Figure 1. Met1 routing (run 1).
The bar under the picture is 50 um long. Cells faint in the background.
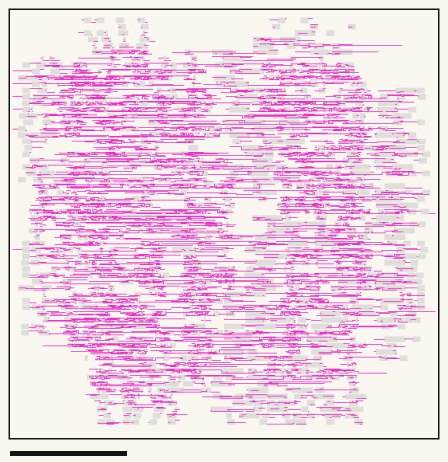
Figure 2. The metal 2 layer (run 1).
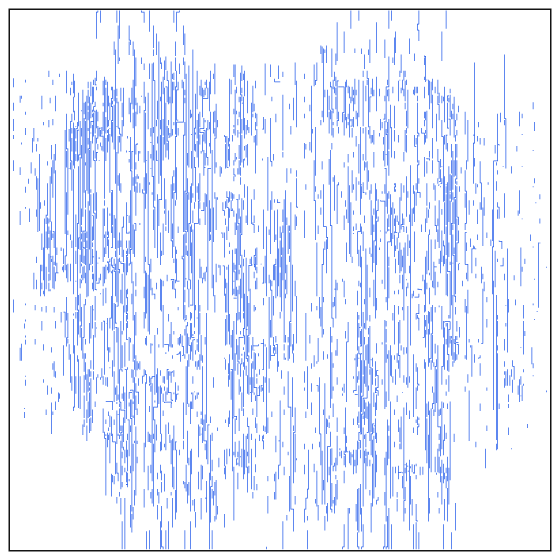
Figure 3. Signal wires on met3 (run 1).
The bar under the picture is 50 um long.
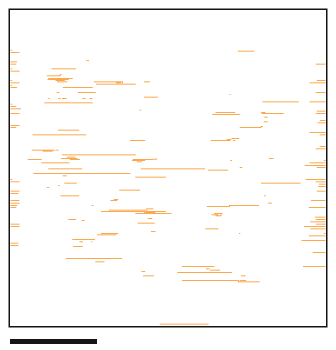
--- src/rtl/pe_pkg.sv ---
// Shared widths, default moduli, mode encodings and modular helpers for the add/sub PE.
package pe_pkg;

    localparam int unsigned KW = 12;
    localparam int unsigned DW = 24;

    localparam int unsigned KQ_DEFAULT = 3329;
    localparam int unsigned DQ_DEFAULT = 8380417;

    localparam logic KD_KYBER = 1'b0;
    localparam logic KD_DIL   = 1'b1;

    // Operands must already be reduced (< q).
    function automatic logic [DW-1:0] mod_add(input logic [DW-1:0] x, input logic [DW-1:0] y,
                                              input logic [DW-1:0] q);
        logic [DW:0] s;
        s = {1'b0, x} + {1'b0, y};
        if (s >= {1'b0, q}) begin
            s = s - {1'b0, q};
        end
        return s[DW-1:0];
    endfunction

    // Wrap-around at 2^DW is harmless: the true result always lies in [0, q).
    function automatic logic [DW-1:0] mod_sub(input logic [DW-1:0] x, input logic [DW-1:0] y,
                                              input logic [DW-1:0] q);
        logic [DW-1:0] d;
        d = x - y;
        if (x < y) begin
            d = d + q;
        end
        return d;
    endfunction

    function automatic logic [DW-1:0] mod_half(input logic [DW-1:0] x, input logic [DW-1:0] q);
        logic [DW:0] addend;
        addend = x[0] ? {1'b0, q} : {(DW + 1){1'b0}};
        return DW'(({1'b0, x} + addend) >> 1);
    endfunction

endpackage

--- src/rtl/pe_lane.sv ---
// One 24-bit lane: stage-1 modular add/sub and stage-2 halve/bypass, purely combinational.
module pe_lane
    import pe_pkg::*;
#(
    parameter int unsigned KQ = KQ_DEFAULT,
    parameter int unsigned DQ = DQ_DEFAULT
) (
    input  logic          mode1,
    input  logic [DW-1:0] a,
    input  logic [DW-1:0] b,
    output logic [DW-1:0] add_res,
    output logic [DW-1:0] sub_res,
    input  logic          mode2,
    input  logic          inv2,
    input  logic [DW-1:0] add_reg,
    input  logic [DW-1:0] sub_reg,
    output logic [DW-1:0] sum,
    output logic [DW-1:0] diff
);

    localparam logic [DW-1:0] KQ_W = DW'(KQ);
    localparam logic [DW-1:0] DQ_W = DW'(DQ);

    function automatic logic [DW-1:0] hi(input logic [DW-1:0] w);
        return {{(DW - KW){1'b0}}, w[DW-1:KW]};
    endfunction

    function automatic logic [DW-1:0] lo(input logic [DW-1:0] w);
        return {{(DW - KW){1'b0}}, w[KW-1:0]};
    endfunction

    // Both halves are < 2^KW, so shift/or rebuilds the packed word without carries.
    function automatic logic [DW-1:0] pack_kyber(input logic [DW-1:0] h, input logic [DW-1:0] l);
        return (h << KW) | l;
    endfunction

    function automatic logic [DW-1:0] word_add(input logic [DW-1:0] x, input logic [DW-1:0] y,
                                               input logic mode);
        if (mode == KD_DIL) begin
            return mod_add(x, y, DQ_W);
        end
        return pack_kyber(mod_add(hi(x), hi(y), KQ_W), mod_add(lo(x), lo(y), KQ_W));
    endfunction

    function automatic logic [DW-1:0] word_sub(input logic [DW-1:0] x, input logic [DW-1:0] y,
                                               input logic mode);
        if (mode == KD_DIL) begin
            return mod_sub(x, y, DQ_W);
        end
        return pack_kyber(mod_sub(hi(x), hi(y), KQ_W), mod_sub(lo(x), lo(y), KQ_W));
    endfunction

    function automatic logic [DW-1:0] word_half(input logic [DW-1:0] x, input logic mode);
        if (mode == KD_DIL) begin
            return mod_half(x, DQ_W);
        end
        return pack_kyber(mod_half(hi(x), KQ_W), mod_half(lo(x), KQ_W));
    endfunction

    assign add_res = word_add(a, b, mode1);
    assign sub_res = word_sub(a, b, mode1);
    assign sum     = inv2 ? word_half(add_reg, mode2) : add_reg;
    assign diff    = inv2 ? word_half(sub_reg, mode2) : sub_reg;

endmodule

--- src/rtl/pe_addsub_pipe.sv ---
// Two-stage modular add/sub butterfly over LANES words with valid/ready flow control.
module pe_addsub_pipe
    import pe_pkg::*;
#(
    parameter int unsigned LANES = 1,
    parameter int unsigned KQ    = KQ_DEFAULT,
    parameter int unsigned DQ    = DQ_DEFAULT
) (
    input  logic                  clk,
    input  logic                  rst,
    input  logic                  flush,
    input  logic                  in_valid,
    output logic                  in_ready,
    input  logic                  kd_mode,
    input  logic                  inv,
    input  logic [DW*LANES-1:0]   a,
    input  logic [DW*LANES-1:0]   b,
    output logic                  out_valid,
    input  logic                  out_ready,
    output logic [DW*LANES-1:0]   sum,
    output logic [DW*LANES-1:0]   diff
);

    localparam int unsigned W = DW * LANES;

    logic         v1_q, v2_q;
    logic         mode1_q, inv1_q;
    logic [W-1:0] add_c, sub_c, add1_q, sub1_q;
    logic [W-1:0] sum_c, diff_c, sum_q, diff_q;
    logic         adv1, adv2;

    assign in_ready  = ~flush & (~v1_q | ~v2_q | out_ready);
    assign adv1      = in_valid & in_ready;
    assign adv2      = v1_q & (~v2_q | out_ready);
    assign out_valid = v2_q;
    assign sum       = sum_q;
    assign diff      = diff_q;

    for (genvar i = 0; i < LANES; i++) begin : g_lane
        pe_lane #(
            .KQ (KQ),
            .DQ (DQ)
        ) u_lane (
            .mode1   (kd_mode),
            .a       (a[DW*i +: DW]),
            .b       (b[DW*i +: DW]),
            .add_res (add_c[DW*i +: DW]),
            .sub_res (sub_c[DW*i +: DW]),
            .mode2   (mode1_q),
            .inv2    (inv1_q),
            .add_reg (add1_q[DW*i +: DW]),
            .sub_reg (sub1_q[DW*i +: DW]),
            .sum     (sum_c[DW*i +: DW]),
            .diff    (diff_c[DW*i +: DW])
        );
    end

    always_ff @(posedge clk or negedge rst) begin
        if (!rst) begin
            v1_q <= 1'b0;
            v2_q <= 1'b0;
        end else if (flush) begin
            v1_q <= 1'b0;
            v2_q <= 1'b0;
        end else begin
            if (adv1) begin
                v1_q <= 1'b1;
            end else if (adv2) begin
                v1_q <= 1'b0;
            end
            if (adv2) begin
                v2_q <= 1'b1;
            end else if (out_ready) begin
                v2_q <= 1'b0;
            end
        end
    end

    // Mode and inv ride along with the beat so stage 2 halves with the right modulus.
    always_ff @(posedge clk or negedge rst) begin
        if (!rst) begin
            mode1_q <= 1'b0;
            inv1_q  <= 1'b0;
            add1_q  <= '0;
            sub1_q  <= '0;
        end else if (adv1) begin
            mode1_q <= kd_mode;
            inv1_q  <= inv;
            add1_q  <= add_c;
            sub1_q  <= sub_c;
        end
    end

    always_ff @(posedge clk or negedge rst) begin
        if (!rst) begin
            sum_q  <= '0;
            diff_q <= '0;
        end else if (adv2) begin
            sum_q  <= sum_c;
            diff_q <= diff_c;
        end
    end

endmodule

--- config.mk ---
export PLATFORM = sky130hd
export DESIGN_NAME = pe_addsub_pipe
export DESIGN_NICKNAME = d
export VERILOG_FILES = /design/src/rtl/pe_pkg.sv /design/src/rtl/pe_lane.sv /design/src/rtl/pe_addsub_pipe.sv
export SDC_FILE = /design/constraint.sdc
export NUM_CORES = 1
export LEC_CHECK = 0
export CAP_MARGIN = 30
export CORE_MARGIN = 3
export CORE_UTILIZATION = 39
export CTS_CLUSTER_DIAMETER = 100
export DETAILED_ROUTE_END_ITERATION = 10
export PLACE_DENSITY = 0.58
export SLEW_MARGIN = 10
export SYNTH_ARGS = -nofsm -noshare
export SYNTH_HDL_FRONTEND = slang
export SYNTH_HIERARCHICAL = 1
export SYNTH_SLANG_ARGS = --single-unit
--- constraint.sdc ---
create_clock -name clk -period 6.2 [get_ports clk]
set_input_delay 0.62 -clock clk [delete_from_list [all_inputs] [get_ports clk]]
set_output_delay 0.62 -clock clk [all_outputs]
set_load 0.01 [all_outputs]
==> run notes, run 1 <==
run results: Hold Crit Class=in -> async, FP Rows=64, CP arrival=5030 ps, peak supply drop=0.163 mV, Total Power=4.87 mW, TritonCTS clock tree=yes, max cap viols=0, Clock Path Buffers=2, status=complete, no violations, nets@finish=1706, R2R Path End=sum[21], Late-Pin Clk Latency=approximately 350 ps, synthesized cell area=12200 um2, synth cell count leaders=138 x nor2_1, 126 x a21oi_1, 114 x xnor2_1, cts bufs inserted=9, clk sink count=about 100, I/O Pins=105, initial antenna violation count=0, post-route minimum period=4800 ps, Die Size=33300 um2, yosys cell count=1496
-- Figure 1 (at the start) --
The longest straight run is 55.2 um. The layer carries 17000 um of wire. The layer holds 50% of the routed length. The wires run mostly horizontal.

-- Figure 2 (at the start) --
1377 nets have wire on it. The longest straight run is 60.9 um. The layer carries 14900 um of wire. The wires run mostly vertical.

-- Figure 3 (at the start) --
The layer carries 1390 um of wire. 144 nets have wire on it.

run 1: state kept, by name (all words and copies together) (netlist names):
signal,count
inv1_q,1
sum,24
diff,24
out_valid,1
mode1_q,1
v1_q,1
sub1_q,24
add1_q,24
run 1: how the worst min path moves through the flow:
stage / start / to / slack (ps) / cells past startpoint
final: rst / add1_q[2] / 290 / 1
after CTS: rst / sum[2] / 320 / 1
after detailed placement: diff[6] / diff[6] / 490 / 1
after global routing: rst / add1_q[2] / 340 / 1
after floorplan: rst / add1_q[0] / 320 / 0
after global placement: sum[16] / sum[16] / 490 / 1
run 1: worst max-delay path, delay by kind of cell:
family | cells | cell delay, ps
buf+inv | 2 | 530
xor+xnor | 1 | 180
simple gates | 4 | 1060
mux | 1 | 290
compound gates | 6 | 1870
fa+ha+maj | 1 | 480
run 1: metrics by stage:
stage                     area, um2  hold WS (ps)
after floorplan               12200           324
after global placement        13400           487
after detailed placement      13500           493
after CTS                     13800           323
after global routing          13800           336
final                         13800           291
run 1: kinds of logic after synthesis:
family | share of synthesized area, %
simple gates | 19.8
flops | 20.6
mux | 10.9
xor+xnor | 11.8
buf+inv | 4.73
compound gates | 22.1
fa+ha+maj | 10.0
run 1: layout by cell type, fill, tap and decap left out, drive strengths merged, types with 16 or more instances in the layout:
cell type and count:
a211oi 16, a21o 28, a21oi 129, a22oi 18
a31oi 21, and2 16, and3 16, clkdlybuf4s50 103
dfrtp 100, ha 91, inv 65, mux2 107
nand2 103, nand2b 20, nand3 47, nand4 19
nor2 138, nor2b 27, nor3 32, o21ai 82
xnor2 115, xor2 48
run 1: final cells by class:
| class | count | area (um2) |
|---|---|---|
| fill | 3104 | 16900 |
| multi-input combinational | 1264 | 9080 |
| sequential | 100 | 2500 |
| timing repair buffer | 116 | 1140 |
| tap | 396 | 495 |
| inverter | 65 | 244 |
| clock buffer | 9 | 225 |
| clock inverter | 7 | 95.1 |
run 1: power breakdown:
part           switching, mW  internal (mW)
clock                  0.269          0.325
combinational           1.53           1.49
sequential             0.327          0.932
total                   2.12           2.75
run 1: layer usage:
metal | vias up | share of wire, %
met2 | 262 | 44
met3 | 30 | 4.1
li1 | 5536 | -
met4 | 0 | 1.9
met1 | 5212 | 50
met5 | - | 0
Figure 4. Clock routing (run 1).
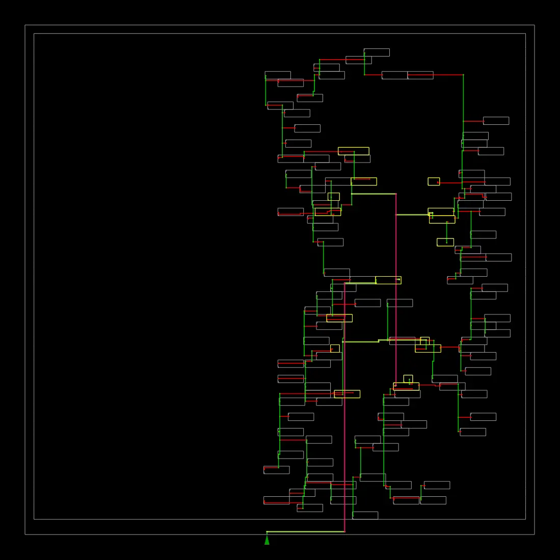

## Run 2: what changed since run 1
--- a/config.mk
+++ b/config.mk
@@ -10,7 +10,7 @@
 export CORE_UTILIZATION = 39
 export CTS_CLUSTER_DIAMETER = 100
 export DETAILED_ROUTE_END_ITERATION = 10
-export PLACE_DENSITY = 0.58
+export PLACE_DENSITY = 0.6
 export SLEW_MARGIN = 10
 export SYNTH_ARGS = -nofsm -noshare
 export SYNTH_HDL_FRONTEND = slang
==> constraint.sdc (replaced) <==
create_clock -name clk -period 4.26 [get_ports clk]
set_input_delay 0.426 -clock clk [delete_from_list [all_inputs] [get_ports clk]]
set_output_delay 0.426 -clock clk [all_outputs]
set_load 0.01 [all_outputs]
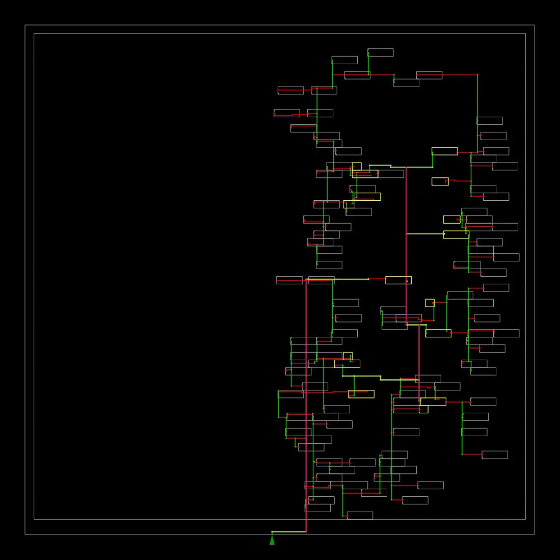
Figure 5: run 2, clock routing.
# clk buffers: 9
cts bufs inserted: 9
flop count: 100
clk_skew: 18.9 ps
clk sink count: 100

==> run 2 against run 1 <==
Sequential share of layout area decreased by 1.7 points. Global-route usage increased by 1.0 points. Design area increased by 11%. Wire length increased by 5.5%. Die size unchanged. First-iteration DRC count decreased by 2.5%. Sequential power increased by 44%. Core utilization increased by 4.8 points. Synthesized cell count unchanged. Final cell count increased by 9.1%. Count of clock-buffer cells in the layout unchanged.
==> run notes, run 2 <==
run results: Top delay family on crit path=AND-OR/OR-AND gates, TritonCTS clock tree=yes, FP Rows=between 60 and 70, Clock Path Buffers=2, yosys cell count=1496, CP arrival=around 4400 ps, gr ovfl total=0, nets@finish=1884, max cap viols=0, Commonest Layout Cell=buf_4, die width=183 um, Total Power=7.41 mW, initial antenna violation count=0, synthesized cell area=12200 um2, synth cell count leaders=138 x nor2_1, 126 x a21oi_1, 114 x xnor2_1, status=complete, no violations, I/O Pins=around 110, post-route minimum period=4100 ps, Bufs and invs on worst path=3, Die Size=33300 um2
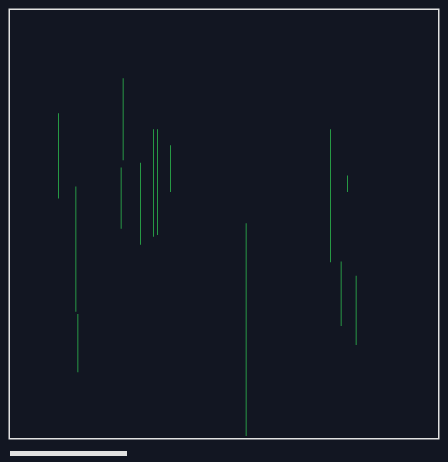
Figure 6: run 2, signal wires on met4.
The bar under the picture is 50 um long.
The longest straight run is 90.4 um. 13 nets have wire on it. The layer carries 529 um of wire. The layer holds 1.5% of the routed length. The wires run mostly vertical.

-- run 2: timing repair --
action	4_1_cts	5_1_grt
hold endpoints to repair	0	0
setup buffers	0	2
setup endpoints to repair	0	24
gates resized	0	28
-- run 2: logic make-up (layout without fill, tap and decap cells) --
| group | Yosys count | after routing | synth area share [%] |
|---|---|---|---|
| and+or+nand+nor | 476 | 476 | 19.8 |
| AOI/OAI and AO/OA | 411 | 411 | 22.1 |
| xor gates and xnor gates | 163 | 163 | 11.8 |
| buffers and inverters | 132 | 375 | 4.73 |
| muxes | 119 | 119 | 10.9 |
| DFF | 100 | 100 | 20.6 |
| adders and majority gates | 95 | 95 | 10.0 |
-- run 2: metal layers --
metal  up-vias  wire length, um  global-route usage, %
li1       5888                -                      -
met3        31             1440                   1.53
met4         0              529                   4.48
met2       274            16400                   34.8
met5         -                0                      0
met1      5574            17500                   30.7
-- run 2: per-stage QoR --
stage	instance area, um2	hold WS (ps)	std cells	utilization, %	setup WS, ps
floorplan	12200	130	1496	-	575
global placement	14800	488	2115	48.2	-269
global route	15300	227	2135	49.7	-7.50
detailed placement	14800	493	2116	48.2	-293
finish	15300	165	2135	49.7	156
CTS	15100	197	2132	49.2	55.0
-- run 2: final timing paths --
path                           start         end  slack [ps]  cells past startpoint
max                            a[12]  add1_q[16]         160                     16
min                              rst     diff[3]         160                      1
max reg2reg                add1_q[0]     sum[23]         650                     12
min reg2reg                 diff[11]    diff[11]         500                      1
max in group asynchronous        rst   sub1_q[9]        3090                      2
min in group clk            diff[11]    diff[11]         500                      1
-- run 2: report_power, final --
part,internal [mW],switching (mW)
Clock,0.418,0.404
Sequential,1.36,0.467
Combinational,2.44,2.33
Total,4.21,3.20
-- run 2: final cells by class --
type / count / area, um2
clock buffers: 9 / 225
multi-input cells: 1264 / 9200
well taps: 396 / 495
repair buffers: 294 / 2510
flip-flops and latches: 100 / 2500
inverters: 65 / 244
clock inverters: 7 / 78.8
fillers: 2996 / 15400
-- run 2: worst reg2reg max path, delay by kind of cell (launching register included) --
family	cells	cell delay [ps]
AND-OR/OR-AND	8	1850
adder cells (fa/ha/maj)	1	280
flip-flops	1	480
multiplexers	1	250
AND/OR/NAND/NOR	2	630
Power is estimated from default activity; no workload was simulated.
